==> src/rtl/pixel_stream_feeder_if.sv <==
// pixel_stream_feeder_if: RAM read port, pixel valid/ready stream and frame control.
interface pixel_stream_feeder_if #(parameter int ADDR_W = 10);
  logic              start;
  logic              mem_rd_en;
  logic [ADDR_W-1:0] mem_addr;
  logic [23:0]       mem_rd_data;
  logic [23:0]       index_pixel;
  logic              pix_valid;
  logic              pix_ready;
  logic              pix_last;
  logic              busy;
  logic              done;
  modport master (
    input  start, mem_rd_data, pix_ready,
    output mem_rd_en, mem_addr, index_pixel, pix_valid, pix_last, busy, done
  );
  modport slave (
    output start, mem_rd_data, pix_ready,
    input  mem_rd_en, mem_addr, index_pixel, pix_valid, pix_last, busy, done
  );
endinterface

==> src/rtl/pixel_stream_feeder.sv <==
// pixel_stream_feeder: reads a frame from pixel RAM into a 4-entry FIFO and streams it out.
module pixel_stream_feeder #(
  parameter int NUM_PIXELS = 1024,
  parameter int ADDR_W     = 10
) (
  input logic                    clk,
  input logic                    rst,
  pixel_stream_feeder_if.master  bus
);
  localparam int CW = ADDR_W + 1;
  localparam logic [CW-1:0] NPIX = CW'(NUM_PIXELS);
  localparam logic [CW-1:0] LAST = CW'(NUM_PIXELS - 1);
  typedef enum logic [1:0] {IDLE, RUN, FIN} state_t;
  state_t        r_state;
  logic [CW-1:0] r_rd_addr;
  logic [CW-1:0] r_xfer;
  logic          r_rd_d;
  logic [23:0]   r_fifo [4];
  logic [1:0]    r_wr_ptr;
  logic [1:0]    r_rd_ptr;
  logic [2:0]    r_count;
  logic [23:0]   r_hold;
  logic          w_valid;
  logic          w_rd_en;
  logic          w_pop;
  logic          w_last_xfer;
  // Issue only while the FIFO can absorb every outstanding read, so nothing is dropped.
  always_comb begin
    w_valid     = r_count != 3'd0;
    w_rd_en     = (r_state == RUN) && (r_rd_addr < NPIX) && ((r_count + {2'b0, r_rd_d}) < 3'd4);
    w_pop       = w_valid && bus.pix_ready;
    w_last_xfer = w_pop && (r_xfer == LAST);
  end
  always_ff @(posedge clk or posedge rst) begin
    if (rst) begin
      r_state   <= IDLE;
      r_rd_addr <= '0;
      r_xfer    <= '0;
      r_rd_d    <= 1'b0;
      r_wr_ptr  <= '0;
      r_rd_ptr  <= '0;
      r_count   <= '0;
      r_hold    <= '0;
      for (int i = 0; i < 4; i++) r_fifo[i] <= '0;
    end else begin
      r_rd_d  <= w_rd_en;
      r_count <= r_count + {2'b0, r_rd_d} - {2'b0, w_pop};
      if (w_rd_en) r_rd_addr <= r_rd_addr + CW'(1);
      if (r_rd_d) begin
        r_fifo[r_wr_ptr] <= bus.mem_rd_data;
        r_wr_ptr         <= r_wr_ptr + 2'd1;
      end
      if (w_pop) begin
        r_hold   <= r_fifo[r_rd_ptr];
        r_rd_ptr <= r_rd_ptr + 2'd1;
        r_xfer   <= r_xfer + CW'(1);
      end
      if (r_state != RUN) begin
        r_rd_addr <= '0;
        r_xfer    <= '0;
      end
      r_state <= (r_state == RUN) ? (w_last_xfer ? FIN : RUN) : (bus.start ? RUN : IDLE);
    end
  end
  assign bus.mem_rd_en   = w_rd_en;
  assign bus.mem_addr    = r_rd_addr[ADDR_W-1:0];
  assign bus.index_pixel = w_valid ? r_fifo[r_rd_ptr] : r_hold;
  assign bus.pix_valid   = w_valid;
  assign bus.pix_last    = w_valid && (r_xfer == LAST);
  assign bus.busy        = r_state == RUN;
  assign bus.done        = r_state == FIN;
endmodule

==> src/flat_wrapper.sv <==
// flat-port wrapper written by rule: the top's interface ports become plain ports
module pixel_stream_feeder_flat 
#(
  parameter int NUM_PIXELS = 1024,
  parameter int ADDR_W     = 10
)
  (clk, rst, bus_start, bus_mem_rd_data, bus_pix_ready, bus_mem_rd_en, bus_mem_addr, bus_index_pixel, bus_pix_valid, bus_pix_last, bus_busy, bus_done);
  pixel_stream_feeder_if #(.ADDR_W(ADDR_W)) bus_i ();
  input logic clk;
  input logic rst;
  input wire logic [$bits(bus_i.start)-1:0] bus_start;
  input wire logic [$bits(bus_i.mem_rd_data)-1:0] bus_mem_rd_data;
  input wire logic [$bits(bus_i.pix_ready)-1:0] bus_pix_ready;
  output wire logic [$bits(bus_i.mem_rd_en)-1:0] bus_mem_rd_en;
  output wire logic [$bits(bus_i.mem_addr)-1:0] bus_mem_addr;
  output wire logic [$bits(bus_i.index_pixel)-1:0] bus_index_pixel;
  output wire logic [$bits(bus_i.pix_valid)-1:0] bus_pix_valid;
  output wire logic [$bits(bus_i.pix_last)-1:0] bus_pix_last;
  output wire logic [$bits(bus_i.busy)-1:0] bus_busy;
  output wire logic [$bits(bus_i.done)-1:0] bus_done;
  assign bus_i.start = bus_start;
  assign bus_i.mem_rd_data = bus_mem_rd_data;
  assign bus_i.pix_ready = bus_pix_ready;
  assign bus_mem_rd_en = bus_i.mem_rd_en;
  assign bus_mem_addr = bus_i.mem_addr;
  assign bus_index_pixel = bus_i.index_pixel;
  assign bus_pix_valid = bus_i.pix_valid;
  assign bus_pix_last = bus_i.pix_last;
  assign bus_busy = bus_i.busy;
  assign bus_done = bus_i.done;
  pixel_stream_feeder #(.NUM_PIXELS(NUM_PIXELS), .ADDR_W(ADDR_W)) u_core (.clk(clk), .rst(rst), .bus(bus_i));
endmodule
==> config.mk <==
export PLATFORM = sky130hd
export DESIGN_NAME = pixel_stream_feeder_flat
export DESIGN_NICKNAME = d
export VERILOG_FILES = /design/src/rtl/pixel_stream_feeder_if.sv /design/src/rtl/pixel_stream_feeder.sv /design/src/flat_wrapper.sv
export SDC_FILE = /design/constraint.sdc
export NUM_CORES = 1
export LEC_CHECK = 0
export CELL_PAD_IN_SITES_DETAIL_PLACEMENT = 1
export CELL_PAD_IN_SITES_GLOBAL_PLACEMENT = 2
export CORE_ASPECT_RATIO = 0.8
export CORE_MARGIN = 2
export CORE_UTILIZATION = 43
export CTS_BUF_LIST = sky130_fd_sc_hd__clkbuf_4 sky130_fd_sc_hd__clkbuf_8 sky130_fd_sc_hd__clkbuf_16
export DETAILED_ROUTE_END_ITERATION = 10
export PLACE_DENSITY_LB_ADDON = 0.1
export SYNTH_ARGS = -nofsm -noshare
export SYNTH_HDL_FRONTEND = slang
export SYNTH_SLANG_ARGS = --single-unit
export TNS_END_PERCENT = 100
==> constraint.sdc <==
create_clock -name clk -period 7.42 [get_ports clk]
set_clock_uncertainty 0.1 [all_clocks]
set_input_delay 0.742 -clock clk [delete_from_list [all_inputs] [get_ports clk]]
set_output_delay 0.742 -clock clk [all_outputs]
set_load 0.03 [all_outputs]
run_1/clock_nets.png
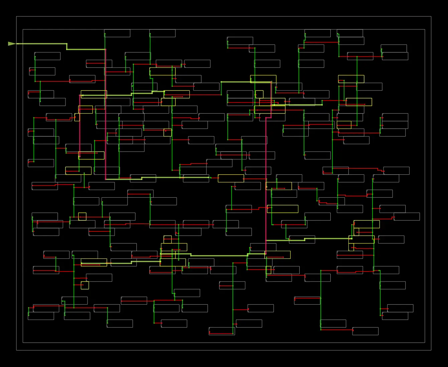
P_clk: 874 uW
clk sinks: 152

run_1/util_map.png
Scale: 2 px per um. The die is cut into 15 by 12 equal tiles; black is low, pale yellow is high, 0 to 100% covered.
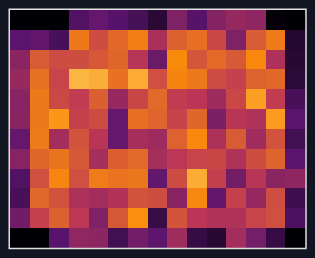
mean over tiles: 47%
emptiest ninth of the die: lower right
nearly empty tiles: 4.4%
fullest tile: 84%
tiles over 75% full: 4.4%

==> reports/metrics.cfg, run 1 <==
[status]
status = completed

[final_layout]
syn_to_final_growth_pct = 18.8
seq_cells = 152
clk_share = 0.0710
largest_class = registers
comb_area_frac = 0.354
num_antenna_cells = 0
reg.largest.list = u_core.r_fifo (96), u_core.r_hold (24)
drive_gt1_frac = 0.304
regArea_um2 = 3800
fill_cells = 1599
combGateArea_um2 = 2980
nNonClkBuffers = 74
largest_reg_flops = 96
fin_nets = 624
lay_top_cells = 151 x dfrtp_1, 102 x mux2_2, 86 x nand2_1, 66 x clkdlybuf4s50_1, 24 x nor2_1
largest_register = u_core.r_fifo
comb_cells = 329

[logic_synthesis]
yosys-stat-area_um2 = 7090
ys_types = 30
synth-seq-area-share = 0.536
ys_ff = 152
ys_cells = 531
syn_inst = 531
ff_type = dfrtp_1
syn_area_um2 = 7090

[power]
power_density_nw_per_um2 = 538
seq-power_mw = 1.51
p_sw_mw = 1.63
ir_drop_mv = 0.242
power.internal_mw = 2.90
power.total_mw = 4.53
pg_comb_mw = 2.15
p_seq_frac = 0.332
leakagePower_nw = 3.70

[hold_path]
hold_class = reg2reg
hold_path_end = u_core.r_hold[2]$_DFFE_PP0P_
hp-start = u_core.r_hold[2]$_DFFE_PP0P_
min_path_cells = 2

[grt]
grt_pass1_wl_um = 25900
grt_pass1_vias = 4794
overflow = 0
antenna_found_initial = 0
grt.total_usage = 0.191
grt_max_degree = 84

[die]
rows = 41
pin_count = 67
fp_util = 0.445
coreArea_um2 = 16000
dieWidth_um = 148

[sta]
fin_crit_ns = 3.82
tightest_slew_ns = 0.964
finalCritPeriodShare = 0.515
rsz0062_at_grt = false
setup_violations = 0
maxSlewHeadroom = 0.358
hold_viol = 0
maxSlewViolCount = 0

[critical_path]
crit_path_max_fanout = 26
worst_setup_path_start_kind = register
end_kind = output pin
reg2reg_to = u_core.r_rd_addr[9]$_DFFE_PP0P_
worstSetupEndpoint = bus_index_pixel[1]
reg2reg_depth = 6
crit_type = reg2out
arrival_ns = 2.98

[clocking]
root_buffer = clkbuf_16
ctsHoldBuffers = 0
cts_made_buffers = 17
clock_path_buffers = 2
cts.clk_slew.worst_paths_ns = 0.07
postCtsSetupBuffers = 0
clk_latency_ns = 0.42
h-tree-depth = 4

[drt]
wl_um = 15500
drtPass1Iterations = 5
vias = 4284
drtAntennaViolNets = 0
wire_per_inst_um = 19.0

[run]
warning_count = 29
cap_violations = 0

[place]
gp_congestion = 0.722

run_1/ff_map.png
Scale: 2 px per um. Other sequential cells in the stronger grey, the rest of the logic in the fainter grey.
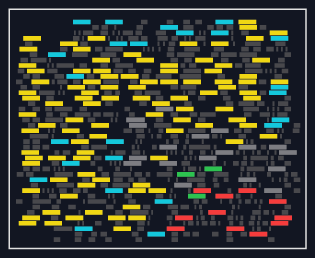
[cyan] u_core.r_hold | sequential cells: 24 | where: spread over the die
[green] u_core.r_count | sequential cells: 3
[yellow] u_core.r_fifo | sequential cells: 96 | where: spread over the die
[red] u_core.r_rd_addr | sequential cells: 11 | where: lower right

-- run 1: routing by layer --
layer,track usage,share of wire
met3,0.0494,0.031
met1,0.258,0.47
met5,0,0
met2,0.311,0.49
met4,0.0475,0.011
-- run 1: worst max-delay path, stage by stage, from the launching register on --
cell and delay (ns):
dfrtp_2 0.99, mux4_1 0.68, mux2_2 0.28, clkdlybuf4s50_1 0.59
-- run 1: per-stage QoR --
step,cell area (um^2),util,worst slack [ns]
floorplan,7090,-,2.48
global placement,7830,0.490,4.01
detailed placement,7830,0.490,3.99
CTS,8420,0.528,3.52
global route,8420,0.528,3.41
finish,8420,0.528,3.60
-- run 1: Yosys cell counts (2+ instances only) --
library cell | n | area (um^2)
dfrtp_1 | 152 | 3800
nor4b_1 | 2 | 17.5
clkbuf_1 | 4 | 15.0
xnor2_1 | 17 | 149
nand4_1 | 4 | 25.0
buf_12 | 2 | 40.0
mux4_2 | 18 | 405
xor2_1 | 5 | 43.8
nor3_1 | 6 | 30.0
mux4_1 | 6 | 158
or3_1 | 2 | 12.5
o21ai_0 | 3 | 15.0
and3_1 | 3 | 18.8
buf_2 | 18 | 90.1
nor2_1 | 24 | 90.1
ha_1 | 10 | 125
nand3_1 | 6 | 30.0
inv_1 | 12 | 45.0
nand2_1 | 86 | 323
buf_4 | 10 | 75.1
nor4_1 | 7 | 43.8
mux2_2 | 102 | 1150
mux2_4 | 18 | 270
buf_6 | 4 | 45.0
a21oi_1 | 5 | 25.0
-- run 1: logic make-up after synthesis --
logic type      count (synthesis)  share of synthesized area
compound gates                 10                    0.00970
xor+xnor                       22                     0.0272
simple gates                  143                     0.0861
mux                           144                      0.279
buf+inv                        50                     0.0437
flops                         152                      0.536
fa+ha+maj                      10                     0.0176
## Run 2: what changed since run 1
Settings changed: CORE_UTILIZATION 43 to 40.
Clock period 7.42 ns to 3.9 ns, I/O delays scaled along.
run_2/clock_nets.png
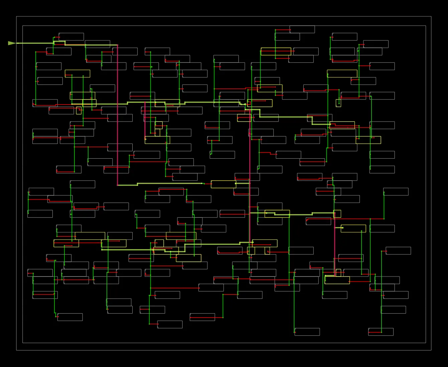
total CTS buffers: 17
P_clk: 1.76 mW

run_2/floorplan.png
Scale: 2 px per um. Pins as bars on the die edge.
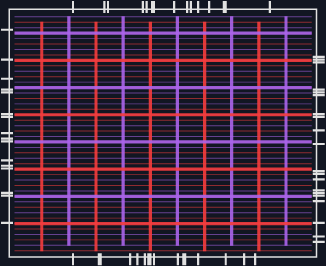
[purple] VDD
[red] VSS
signal pins: 67
met4 straps: 10
met1 rails: 44
rows: 43
met5 straps: 8

==> run 2 against run 1 <==
  * Sequential power up 89%
  * Non-clock buffer count up 4
  * Flip-flop count unchanged
  * Highest routed layer unchanged
  * Largest power group unchanged
  * Clock-buffer cell count down 5
  * Hold slack worse by 0.0065 ns
  * Core utilization down 3.7 points
  * Register-to-register slack worse by 3.4 ns
==> reports/metrics.cfg, run 2 <==
[final_layout]
syn_to_final_growth_pct = 20.2
reg.largest.list = u_core.r_fifo (96), u_core.r_hold (24)
combGateArea_um2 = 2980
drive_gt1_frac = 0.308
utilization = 0.490
regArea_um2 = 3800
largest_reg_flops = 96
fin_nets = 628
lay_top_count = dfrtp_1
design_area_um2 = 8520
lay_top_cells = 151 x dfrtp_1, 102 x mux2_2, 86 x nand2_1, 66 x clkdlybuf4s50_1, 24 x nor2_1
largest_register = u_core.r_fifo

[clocking]
clk_latency_ns = 0.42
root_buffer = clkbuf_16
cts.clk_slew.worst_paths_ns = 0.06
clock_path_buffers = 2
clock_sinks = 152
ctsHoldBuffers = 0
h-tree-depth = 4

[drt]
wire_per_inst_um = 18.9
drtAntennaViolNets = 0
top_layer = met4
wl_met1_um = 7300
vias = 4264
dr_wl_met3_um = 523
wl_um = 15700
met2WireLength_um = 7720

[sta]
maxSlewViolCount = 0
setup_violations = 0
rsz0062_at_grt = false
tightest_slew_ns = 0.965
fin_ws_ns = 0.590
fin_crit_ns = 3.31
finalCritPeriodShare = 0.849
maxSlewHeadroom = 0.357

[logic_synthesis]
ys_cells = 531
ys_ff = 152
syn_inst = 531
yosysMostFrequentCell = dfrtp_1
ys_top_cells_by_area = dfrtp_1 54%, mux2_2 16%, mux4_2 5.7%
edf_count = 0
yosys-stat-area_um2 = 7090
yosys_warnings = 0
synth_area_leader_cell = dfrtp_1
synthTopCellsByCount = 152 x dfrtp_1, 102 x mux2_2, 86 x nand2_1
synth-seq-area-share = 0.536
ys_types = 30
synth_top_area_share = 0.536
syn_area_um2 = 7090
ff_type = dfrtp_1

[grt]
busiest_layer = met2
overflow = 0
grt.total_usage = 0.179
grt_pass1_wl_um = 25700
grt_pass1_vias = 4740
met3_usage = 0.0484
grt_max_degree = 88
antenna_found_initial = 1
met2_usage = 0.304

[critical_path]
path_delay_family = simple AND/OR/NAND/NOR gates
max_stage_delay_ns = 0.92
critPathBufInv = 1
worst_setup_path_start_kind = register
crit_type = reg2out
crit_path_max_fanout = 26
arrival_ns = 2.82
slowest_stage = or3_2
path_cells = or3_2 > mux2_4 > clkdlybuf4s50_1
end_kind = output pin

[die]
rows = 43
dieWidth_um = 153
pin_count = 67
coreArea_um2 = 17400

[power]
leakagePower_nw = 3.73
power.total_mw = 8.76
p_sw_mw = 3.13
p_seq_frac = 0.325
ir_drop_mv = 0.641
power.internal_mw = 5.63
combPwrFrac = 0.474

[run]
cap_violations = 0
warning_count = 29

[place]
place_inst = 796
place_area_um2 = 7890
hpwl_um = 9940
post-place-ws_ns = 1.02

[hold_path]
hold_class = in2async

[status]
status = completed

run_2/ff_map.png
Scale: 2 px per um. Other sequential cells in the stronger grey, the rest of the logic in the fainter grey.
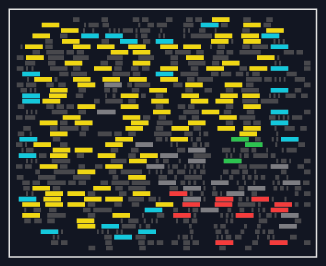
[red] u_core.r_rd_addr | sequential cells: 11
[cyan] u_core.r_hold | sequential cells: 24 | where: spread over the die
[green] u_core.r_count | sequential cells: 3
[yellow] u_core.r_fifo | sequential cells: 96 | where: spread over the die

run 2: cell counts after synthesis:
Identical to the previous run, type by type.
run 2: final cells by class:
class / count / share of cell area
flip-flops and latches: 152 / 0.446
multi-input cells: 329 / 0.350
repair buffers: 78 / 0.0910
clock buffers: 19 / 0.0531
well taps: 225 / 0.0330
clock inverters: 13 / 0.0207
inverters: 12 / 0.00573
diodes: 1 / 0.000294
run 2: power by group through the flow:
stage	clock network (mW)	logic, mW	registers [mW]
floorplan	0	3.21	2.64
global placement	0	4.08	2.81
detailed placement	0	4.20	2.87
CTS	1.80	4.23	2.85
global route	1.86	4.49	2.95
finish	1.76	4.16	2.85
run 2: worst paths after layout:
| check | start | end | slack, ns | cells after the start |
|---|---|---|---|---|
| max | u_core.r_count[0]$_DFF_PP0_ | bus_index_pixel[11] | 0.59 | 3 |
| min | rst | u_core.r_hold[22]$_DFFE_PP0P_ | 0.37 | 2 |
| max reg2reg | u_core.r_rd_d$_DFF_PP0_ | u_core.r_rd_addr[9]$_DFFE_PP0P_ | 1.62 | 7 |
| min reg2reg | u_core.r_hold[15]$_DFFE_PP0P_ | u_core.r_hold[15]$_DFFE_PP0P_ | 0.37 | 2 |
| max in group asynchronous | rst | u_core.r_rd_ptr[0]$_DFFE_PP0P_ | 2.41 | 3 |
| min in group clk | u_core.r_hold[15]$_DFFE_PP0P_ | u_core.r_hold[15]$_DFFE_PP0P_ | 0.37 | 2 |
run 2: cell families after synthesis:
logic type                 Yosys count  synth area share
DFF                                152             0.536
muxes                              144             0.279
and+or+nand+nor                    143            0.0861
buffers and inverters               50            0.0437
xor gates and xnor gates            22            0.0272
AOI/OAI and AO/OA                   10           0.00970
adders and majority gates           10            0.0176
## Run 3: what changed since run 2
Clock period 3.9 ns to 3.4 ns, I/O delays scaled along.
run_3/m2.png
Scale: 2 px per um.
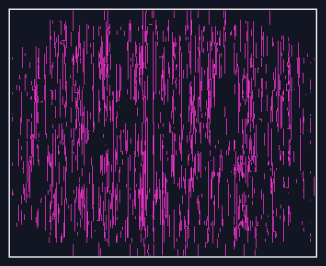
main direction: vertical
longest straight run: 57.8 um
nets with wire on the layer: 564

run_3/clock_nets.png
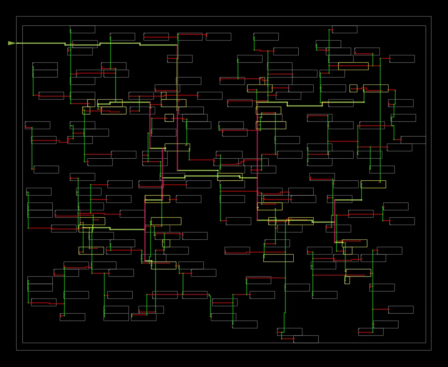
Late-Pin Clk Latency: 0.42 ns
clock buf count: 20

==> run 3 against run 2 <==
  * Die size stayed put
  * Area after synthesis stayed put
  * Non-clock buffer count is 2 higher
  * Sequential power is 13% higher
  * First-iteration DRC count is 18% lower
  * Largest power group unchanged
  * Combinational power is 17% higher
  * Cell area is 0.82% higher
  * Via count is 0.42% higher
  * Cell count is 0.12% higher
  * Core utilization is 0.40 points higher
  * Critical path type unchanged
  * Power is 15% higher
==> reports/metrics.cfg, run 3 <==
[status]
status = completed

[critical_path]
reg2reg_depth = 6
reg2reg_to = u_core.r_rd_addr[9]$_DFFE_PP0P_
crit_path_max_fanout = 26
regToRegSetupSlack_ns = 1.20
max_stage_delay_ns = 0.90
end_kind = output pin
worst_setup_path_start_kind = register
path_cells = or3_2 > mux2_4 > clkdlybuf4s50_1
path_delay_family = simple AND/OR/NAND/NOR gates
setup.worst_path.start = u_core.r_count[0]$_DFF_PP0_
r2r-start = u_core.r_rd_d$_DFF_PP0_
critPathBufInv = 1
crit_type = reg2out
slowest_stage = or3_2

[die]
dieWidth_um = 153
rows = 43
pin_count = 67
fp_util = 0.408
coreArea_um2 = 17400

[logic_synthesis]
ys_top_cells_by_area = dfrtp_1 54%, mux2_2 16%, mux4_2 5.7%
synth-seq-area-share = 0.536
yosysMostFrequentCell = dfrtp_1
ff_type = dfrtp_1
yosys_warnings = 0
synth_top_area_share = 0.536
ys_cells = 531
syn_nets = 569
synth_area_leader_cell = dfrtp_1
syn_area_um2 = 7090
syn_inst = 531
ys_ff = 152
edf_count = 0
synthTopCellsByCount = 152 x dfrtp_1, 102 x mux2_2, 86 x nand2_1
yosys-stat-area_um2 = 7090

[clocking]
postCtsSetupBuffers = 0
cts_made_buffers = 17
cts.clk_slew.worst_paths_ns = 0.06
clock_sinks = 152
h-tree-depth = 4
root_buffer = clkbuf_16
clock_path_buffers = 2

[power]
ir_drop_mv = 0.703
leakagePower_nw = 3.76
power.total_mw = 10.1
power_density_nw_per_um2 = 1180

[grt]
overflow = 0
grt_max_degree = 69
grt_pass1_wl_um = 25600
grt_pass1_vias = 4681
grt.total_usage = 0.177

[hold_path]
hold_class = in2async

[place]
hpwl_um = 10200
gp_congestion = 0.698

[sta]
fin_crit_ns = 3.27
setup_violations = 0
hold_viol = 0
tightest_slew_ns = 0.924
max_freq_ghz = 0.306
rsz0062_at_grt = false
maxSlewViolCount = 0
finalCritPeriodShare = 0.961
maxSlewHeadroom = 0.384

[drt]
wire_per_inst_um = 18.9
wl_um = 15700
vias = 4282

[final_layout]
reg.largest.list = u_core.r_fifo (96), u_core.r_hold (24)
syn_to_final_growth_pct = 21.2
fin_nets = 630
lay_top_count = dfrtp_1
largest_register = u_core.r_fifo
largest_reg_flops = 96
num_antenna_cells = 0
lay_top_cells = 151 x dfrtp_1, 102 x mux2_2, 86 x nand2_1, 66 x clkdlybuf4s50_1, 24 x nor2_1

[run]
cap_violations = 0
warning_count = 29

run_3/ff_map.png
Scale: 2 px per um. Other sequential cells in the stronger grey, the rest of the logic in the fainter grey.
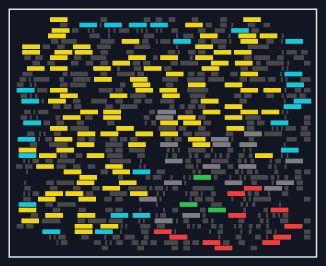
[red] u_core.r_rd_addr | sequential cells: 11
[yellow] u_core.r_fifo | sequential cells: 96 | where: spread over the die
[green] u_core.r_count | sequential cells: 3
[cyan] u_core.r_hold | sequential cells: 24 | where: spread over the die

run 3: cell counts after synthesis:
No cell type changed its count.
run 3: routing by layer:
metal	share of wire	track usage	vias up	routed length, um
met5	0	0	-	0
met4	0.010	0.0503	0	163
met3	0.029	0.0421	18	460
met2	0.48	0.284	51	7450
met1	0.49	0.241	2239	7600
li1	-	-	1974	-
run 3: how the worst max path moves through the flow:
stage,cells past startpoint,slack [ns],to
after floorplan,1,1.04,u_core.r_count[0]$_DFF_PP0_
after global placement,3,0.62,bus_index_pixel[9]
after detailed placement,3,0.56,bus_index_pixel[8]
after CTS,3,0.08,bus_index_pixel[8]
final,3,0.13,bus_index_pixel[8]
after global routing,3,0.05,bus_index_pixel[8]
run 3: per-stage QoR:
stage,area [um^2],worst slack (ns),instances,utilization
after CTS,8590,0.0772,830,0.494
after floorplan,7100,1.04,531,-
final,8590,0.131,830,0.494
after global routing,8590,0.0546,830,0.494
after global placement,7960,0.619,798,0.458
after detailed placement,7960,0.561,798,0.458
run 3: power by group:
group | leakage, nW | internal (mW) | switching, mW
clock | 0.303 | 1.26 | 0.758
sequential | 1.82 | 2.69 | 0.533
combinational | 1.64 | 2.55 | 2.31
run 3: repair_timing:
action / 4_1_cts / 5_1_grt
setup endpoints to repair: 0 / 1
gates resized: 0 / 1
hold buffers: 0 / 0
run 3: kinds of logic after synthesis:
kind of cell / share of synthesized area
flops: 0.536
mux: 0.279
xor+xnor: 0.0272
buf+inv: 0.0437
fa+ha+maj: 0.0176
compound gates: 0.00970
simple gates: 0.0861
run 3: cell type report:
cell class	instances	area, um^2
clock buffers	20	454
clock inverters	12	175
fillers	1719	8780
inverters	12	48.8
multi-input cells	329	2990
flip-flops and latches	152	3800
well taps	225	282
repair buffers	80	841
Power is estimated from default activity; no workload was simulated.
